--- config.mk ---
export PLATFORM = sky130hd
export DESIGN_NAME = fp16_to_fp32_converter
export DESIGN_NICKNAME = d
export VERILOG_FILES = /design/src/rtl/fp16_to_fp32_converter.sv
export SDC_FILE = /design/constraint.sdc
export NUM_CORES = 1
export LEC_CHECK = 0
export ABC_AREA = 1
export CORE_MARGIN = 8
export CORE_UTILIZATION = 54
export CTS_BUF_LIST = sky130_fd_sc_hd__clkbuf_8
export DETAILED_ROUTE_END_ITERATION = 6
export PLACE_DENSITY = 0.94
export SYNTH_ARGS = -nofsm -noshare
export SYNTH_HDL_FRONTEND = slang
export SYNTH_SLANG_ARGS = --single-unit
--- constraint.sdc ---
create_clock -name clk -period 3.2 [get_ports clk]
set_input_delay 0.32 -clock clk [delete_from_list [all_inputs] [get_ports clk]]
set_output_delay 0.32 -clock clk [all_outputs]
set_load 0.03 [all_outputs]
--- src/rtl/fp16_to_fp32_converter.sv ---
// Streaming IEEE-754 binary16 -> binary32 widening converter.
// Two-stage valid/ready pipeline: S1 decodes the operand, S2 assembles the fp32 result.
module fp16_to_fp32_converter #(
  parameter int CNT_W = 16,
  localparam int FLOAT_LEN = 16,
  localparam int EXP_LEN = 5,
  localparam int MANT_LEN = 10
) (
  input  logic                 clk,
  input  logic                 rst,
  input  logic                 in_valid,
  output logic                 in_ready,
  input  logic [FLOAT_LEN-1:0] in_data,
  output logic                 out_valid,
  input  logic                 out_ready,
  output logic [31:0]          out_data,
  output logic                 out_is_nan,
  output logic                 out_is_inf,
  output logic                 out_was_sub,
  output logic [CNT_W-1:0]     conv_count
);

  typedef enum logic [2:0] {
    CLS_ZERO = 3'd0,
    CLS_SUB  = 3'd1,
    CLS_NORM = 3'd2,
    CLS_INF  = 3'd3,
    CLS_NAN  = 3'd4
  } cls_e;

  // Leading zeros of the mantissa; only meaningful for a nonzero input.
  function automatic logic [3:0] lzc10(input logic [MANT_LEN-1:0] m);
    logic [3:0] n;
    logic       found;
    n     = 4'd0;
    found = 1'b0;
    for (int i = MANT_LEN - 1; i >= 0; i--) begin
      if (!found) begin
        if (m[i]) begin
          found = 1'b1;
        end else begin
          n = n + 4'd1;
        end
      end
    end
    return n;
  endfunction

  logic                s1_adv_s;
  logic                s2_adv_s;
  logic                in_xfer_s;
  logic                out_xfer_s;

  logic                s1_valid_q, s1_valid_d;
  logic                s1_sign_q, s1_sign_d;
  cls_e                s1_cls_q, s1_cls_d;
  logic [EXP_LEN-1:0]  s1_exp_q, s1_exp_d;
  logic [MANT_LEN-1:0] s1_mant_q, s1_mant_d;
  logic [3:0]          s1_lz_q, s1_lz_d;

  logic                s2_valid_q, s2_valid_d;
  logic [31:0]         s2_data_q, s2_data_d;
  logic                s2_nan_q, s2_nan_d;
  logic                s2_inf_q, s2_inf_d;
  logic                s2_sub_q, s2_sub_d;
  logic [CNT_W-1:0]    cnt_q, cnt_d;

  logic [31:0]         asm_data_s;
  logic                asm_nan_s;
  logic                asm_inf_s;
  logic                asm_sub_s;
  logic [7:0]          asm_exp_s;
  logic [MANT_LEN-1:0] asm_mant_s;

  // Handshake and advance conditions; in_ready is the only comb path from out_ready.
  always_comb begin
    s2_adv_s   = ~s2_valid_q | out_ready;
    s1_adv_s   = ~s1_valid_q | s2_adv_s;
    in_xfer_s  = in_valid & s1_adv_s;
    out_xfer_s = s2_valid_q & out_ready;
  end

  // Stage 1 next-state: in_data is captured only on an input transfer.
  always_comb begin
    s1_valid_d = s1_valid_q;
    s1_sign_d  = s1_sign_q;
    s1_cls_d   = s1_cls_q;
    s1_exp_d   = s1_exp_q;
    s1_mant_d  = s1_mant_q;
    s1_lz_d    = s1_lz_q;
    if (s1_adv_s) begin
      s1_valid_d = in_valid;
    end else begin
      s1_valid_d = s1_valid_q;
    end
    if (in_xfer_s) begin
      s1_sign_d = in_data[FLOAT_LEN-1];
      s1_exp_d  = in_data[FLOAT_LEN-2 -: EXP_LEN];
      s1_mant_d = in_data[MANT_LEN-1:0];
      s1_lz_d   = lzc10(in_data[MANT_LEN-1:0]);
      if (s1_exp_d == 5'd31) begin
        s1_cls_d = (s1_mant_d == 10'd0) ? CLS_INF : CLS_NAN;
      end else if (s1_exp_d == 5'd0) begin
        s1_cls_d = (s1_mant_d == 10'd0) ? CLS_ZERO : CLS_SUB;
      end else begin
        s1_cls_d = CLS_NORM;
      end
    end else begin
      s1_sign_d = s1_sign_q;
    end
  end

  // Result assembly from the decoded S1 fields.
  always_comb begin
    asm_nan_s  = 1'b0;
    asm_inf_s  = 1'b0;
    asm_sub_s  = 1'b0;
    asm_exp_s  = 8'd0;
    asm_mant_s = 10'd0;
    asm_data_s = 32'd0;
    case (s1_cls_q)
      CLS_INF: begin
        asm_inf_s  = 1'b1;
        asm_data_s = {s1_sign_q, 8'hFF, 23'h000000};
      end
      CLS_NAN: begin
        asm_nan_s  = 1'b1;
        asm_data_s = {s1_sign_q, 8'hFF, 23'h400000};
      end
      CLS_ZERO: begin
        asm_data_s = {s1_sign_q, 31'h00000000};
      end
      CLS_SUB: begin
        // Normalise: shift out the leading one, bias the exponent down by lz.
        asm_sub_s  = 1'b1;
        asm_exp_s  = 8'd112 - {4'd0, s1_lz_q};
        asm_mant_s = s1_mant_q << (s1_lz_q + 4'd1);
        asm_data_s = {s1_sign_q, asm_exp_s, asm_mant_s, 13'h0000};
      end
      CLS_NORM: begin
        asm_exp_s  = {3'd0, s1_exp_q} + 8'd112;
        asm_data_s = {s1_sign_q, asm_exp_s, s1_mant_q, 13'h0000};
      end
      default: begin
        asm_data_s = 32'd0;
      end
    endcase
  end

  // Stage 2 next-state and the output transfer counter.
  always_comb begin
    s2_valid_d = s2_valid_q;
    s2_data_d  = s2_data_q;
    s2_nan_d   = s2_nan_q;
    s2_inf_d   = s2_inf_q;
    s2_sub_d   = s2_sub_q;
    if (s2_adv_s) begin
      s2_valid_d = s1_valid_q;
      if (s1_valid_q) begin
        s2_data_d = asm_data_s;
        s2_nan_d  = asm_nan_s;
        s2_inf_d  = asm_inf_s;
        s2_sub_d  = asm_sub_s;
      end else begin
        s2_data_d = s2_data_q;
      end
    end else begin
      s2_valid_d = s2_valid_q;
    end
    if (out_xfer_s) begin
      cnt_d = cnt_q + CNT_W'(1);
    end else begin
      cnt_d = cnt_q;
    end
  end

  // Pipeline registers.
  always_ff @(posedge clk or posedge rst) begin
    if (rst) begin
      s1_valid_q <= 1'b0;
      s1_sign_q  <= 1'b0;
      s1_cls_q   <= CLS_ZERO;
      s1_exp_q   <= 5'd0;
      s1_mant_q  <= 10'd0;
      s1_lz_q    <= 4'd0;
      s2_valid_q <= 1'b0;
      s2_data_q  <= 32'd0;
      s2_nan_q   <= 1'b0;
      s2_inf_q   <= 1'b0;
      s2_sub_q   <= 1'b0;
      cnt_q      <= '0;
    end else begin
      s1_valid_q <= s1_valid_d;
      s1_sign_q  <= s1_sign_d;
      s1_cls_q   <= s1_cls_d;
      s1_exp_q   <= s1_exp_d;
      s1_mant_q  <= s1_mant_d;
      s1_lz_q    <= s1_lz_d;
      s2_valid_q <= s2_valid_d;
      s2_data_q  <= s2_data_d;
      s2_nan_q   <= s2_nan_d;
      s2_inf_q   <= s2_inf_d;
      s2_sub_q   <= s2_sub_d;
      cnt_q      <= cnt_d;
    end
  end

  assign in_ready    = s1_adv_s;
  assign out_valid   = s2_valid_q;
  assign out_data    = s2_data_q;
  assign out_is_nan  = s2_nan_q;
  assign out_is_inf  = s2_inf_q;
  assign out_was_sub = s2_sub_q;
  assign conv_count  = cnt_q;

endmodule

Where the registers sit:
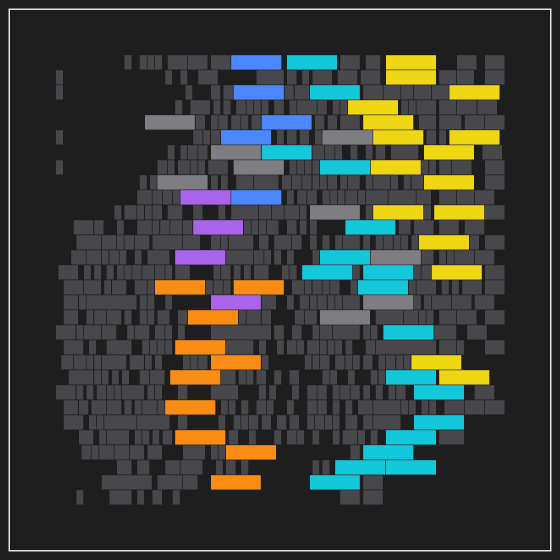
| signal | color | placed flops |
|---|---|---|
| `s1_exp_q` | blue | 5 |
| `out_data` | cyan | 18 |
| `conv_count` | yellow | 16 |
| `s1_mant_q` | orange | 10 |
| `s1_lz_q` | purple | 4 |

Drive-strength map:
The bar under the picture is 20 um long.
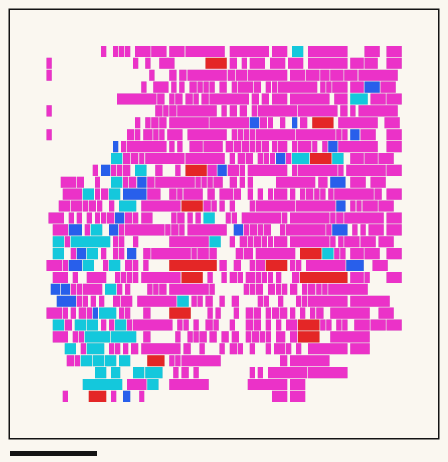
| size | color | cells |
|---|---|---|
| x2 | blue | 27 |
| x1 and smaller | magenta | 485 |
| x3 and x4 | cyan | 41 |
| x6 and larger | red | 15 |

Clock network drawn from the DEF:
The bar under the picture is 20 um long.
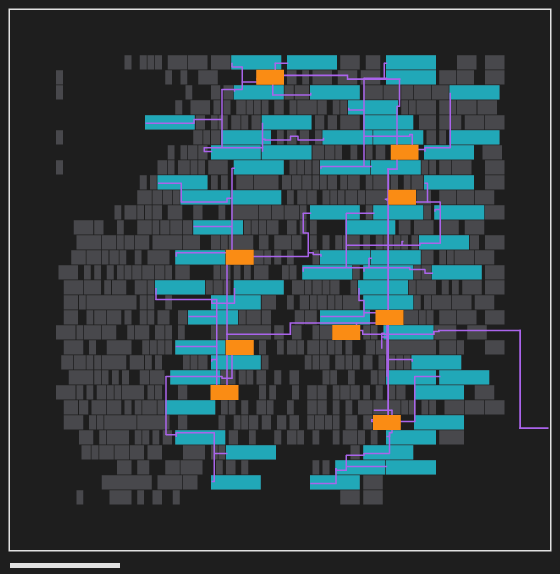
[clock-net drivers] orange | count: 9
[clock wires] purple | length: 732 um
[flip-flops] cyan | count: 62
routed clock nets: 10

Clock nets:
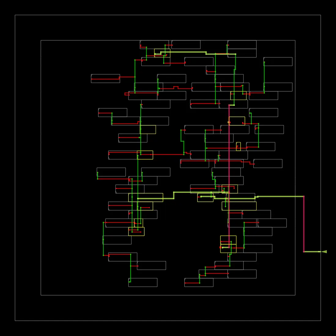
number of clock sinks: 62
clock network power: 766 uW
worst skew pair latency: 0.34 ns
number of clock buffers inserted by TritonCTS: 9

Signal wires on met4:
Supply wires on this layer in gray.
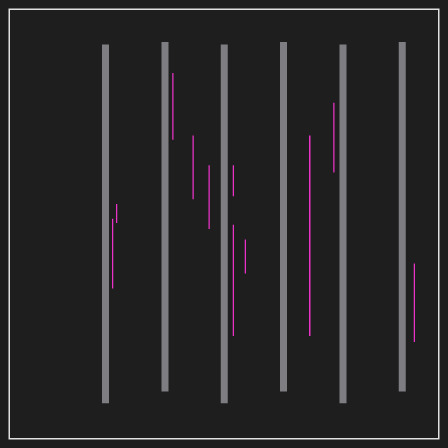
wire length on this layer: 182 um
share of all routed wire: 1.8%
main direction: vertical
nets with wire on the layer: 11

==> flow_summary.html <==
<h2>Implementation results</h2>
<table>
<tr><th>Metric</th><th>Value</th></tr>
<tr><th colspan="2">Final layout</th></tr>
<tr><td>Clock buf/inv share</td><td>4.72%</td></tr>
<tr><td>Inverter count</td><td>58</td></tr>
<tr><td>Clock Buffer Count</td><td>11</td></tr>
<tr><td>Register area</td><td>1550 um2</td></tr>
<tr><td>Growth of design area from synthesis to finish</td><td>30.3%</td></tr>
<tr><td>Design Area, Final</td><td>4720 um2</td></tr>
<tr><td>Filler cell count in the final layout</td><td>484</td></tr>
<tr><th colspan="2">GRT</th></tr>
<tr><td>Initial antenna violation count</td><td>0</td></tr>
<tr><td>Number of global-route vias before repair</td><td>3567</td></tr>
<tr><td>Wire length of the first global-routing pass</td><td>16600 um</td></tr>
<tr><td>Congestion Overflow GR</td><td>0</td></tr>
<tr><td>Fraction of met1 tracks used by global routing</td><td>23.9%</td></tr>
<tr><th colspan="2">Timing</th></tr>
<tr><td>Max Transition Viols Final</td><td>0</td></tr>
<tr><td>Worst hold slack</td><td>0.302 ns</td></tr>
<tr><td>F_max</td><td>327 MHz</td></tr>
<tr><th colspan="2">Floorplanning</th></tr>
<tr><td>Tapcell count</td><td>80</td></tr>
<tr><td>Area of the core region</td><td>6640 um2</td></tr>
<tr><th colspan="2">Drt</th></tr>
<tr><td>Vias/cell</td><td>5.41</td></tr>
<tr><td>Wirelength per Cell</td><td>15.2 um</td></tr>
<tr><td>Met2 wire length</td><td>5010 um</td></tr>
<tr><td>Post-Route M1 WL</td><td>4050 um</td></tr>
<tr><td>Vias</td><td>3503</td></tr>
<tr><th colspan="2">Clock tree</th></tr>
<tr><td>Buffer cell driving the clock tree root</td><td>sky130_fd_sc_hd__clkbuf_8</td></tr>
<tr><td>H-tree depth</td><td>3</td></tr>
<tr><td>Clock transition at path regs</td><td>0.07 ns</td></tr>
<tr><th colspan="2">Logic synthesis</th></tr>
<tr><td>Synthesized flop and latch total</td><td>62</td></tr>
<tr><td>Yosys stat chip area</td><td>3620 um2</td></tr>
<tr><td>Average cell area after synthesis</td><td>7.56 um2</td></tr>
<tr><td>Cell variety after synth</td><td>39</td></tr>
<tr><td>Post-Syn Instances</td><td>479</td></tr>
<tr><th colspan="2">Critical path</th></tr>
<tr><td>Reg2reg start</td><td>s1_lz_q[1]</td></tr>
<tr><td>Capturing element of the worst setup path</td><td>s1_lz_q[3]</td></tr>
<tr><td>Required time at the endpoint of the critical path</td><td>3.43 ns</td></tr>
<tr><td>Capture instance of the worst register-to-register path</td><td>out_data[22]</td></tr>
<tr><th colspan="2">Power</th></tr>
<tr><td>Leakage power of the design</td><td>2.35 nW</td></tr>
<tr><th colspan="2">Placed design</th></tr>
<tr><td>Port Buffers</td><td>59</td></tr>
<tr><td>Standard cell area after detailed placement</td><td>4390 um2</td></tr>
<tr><td>Post-placement cell count</td><td>627</td></tr>
<tr><td>Detailed-placement wirelength estimate</td><td>7300 um</td></tr>
<tr><th colspan="2">Run</th></tr>
<tr><td>Max-cap violations</td><td>0</td></tr>
<tr><th colspan="2">Outcome</th></tr>
<tr><td>Run status</td><td>finished clean</td></tr>
</table>
## what timing repair did
action	CTS	global route
gates resized	12	22
endpoints found under the hold margin	0	0
pin swaps	6	16
setup endpoints to repair	3	3
setup buffers	3	3
hold buffers	0	0
## cells by family (layout without fill, tap and decap cells)
logic type / after synthesis / after routing / synth area share, %
other cells: 1 / 13 / 0.104
fa+ha+maj: 9 / 9 / 3.11
xor+xnor: 16 / 16 / 3.87
simple gates: 221 / 221 / 26.7
buf+inv: 84 / 161 / 10.4
compound gates: 85 / 85 / 12.6
mux: 1 / 1 / 0.311
flops: 62 / 62 / 42.9
## where the power goes
part / internal (mW) / leakage, nW / switching (mW)
sequential: 0.936 / 0.799 / 0.136
combinational: 0.410 / 1.44 / 0.667
clock: 0.474 / 0.113 / 0.292
Power and IR drop assume default switching activity.
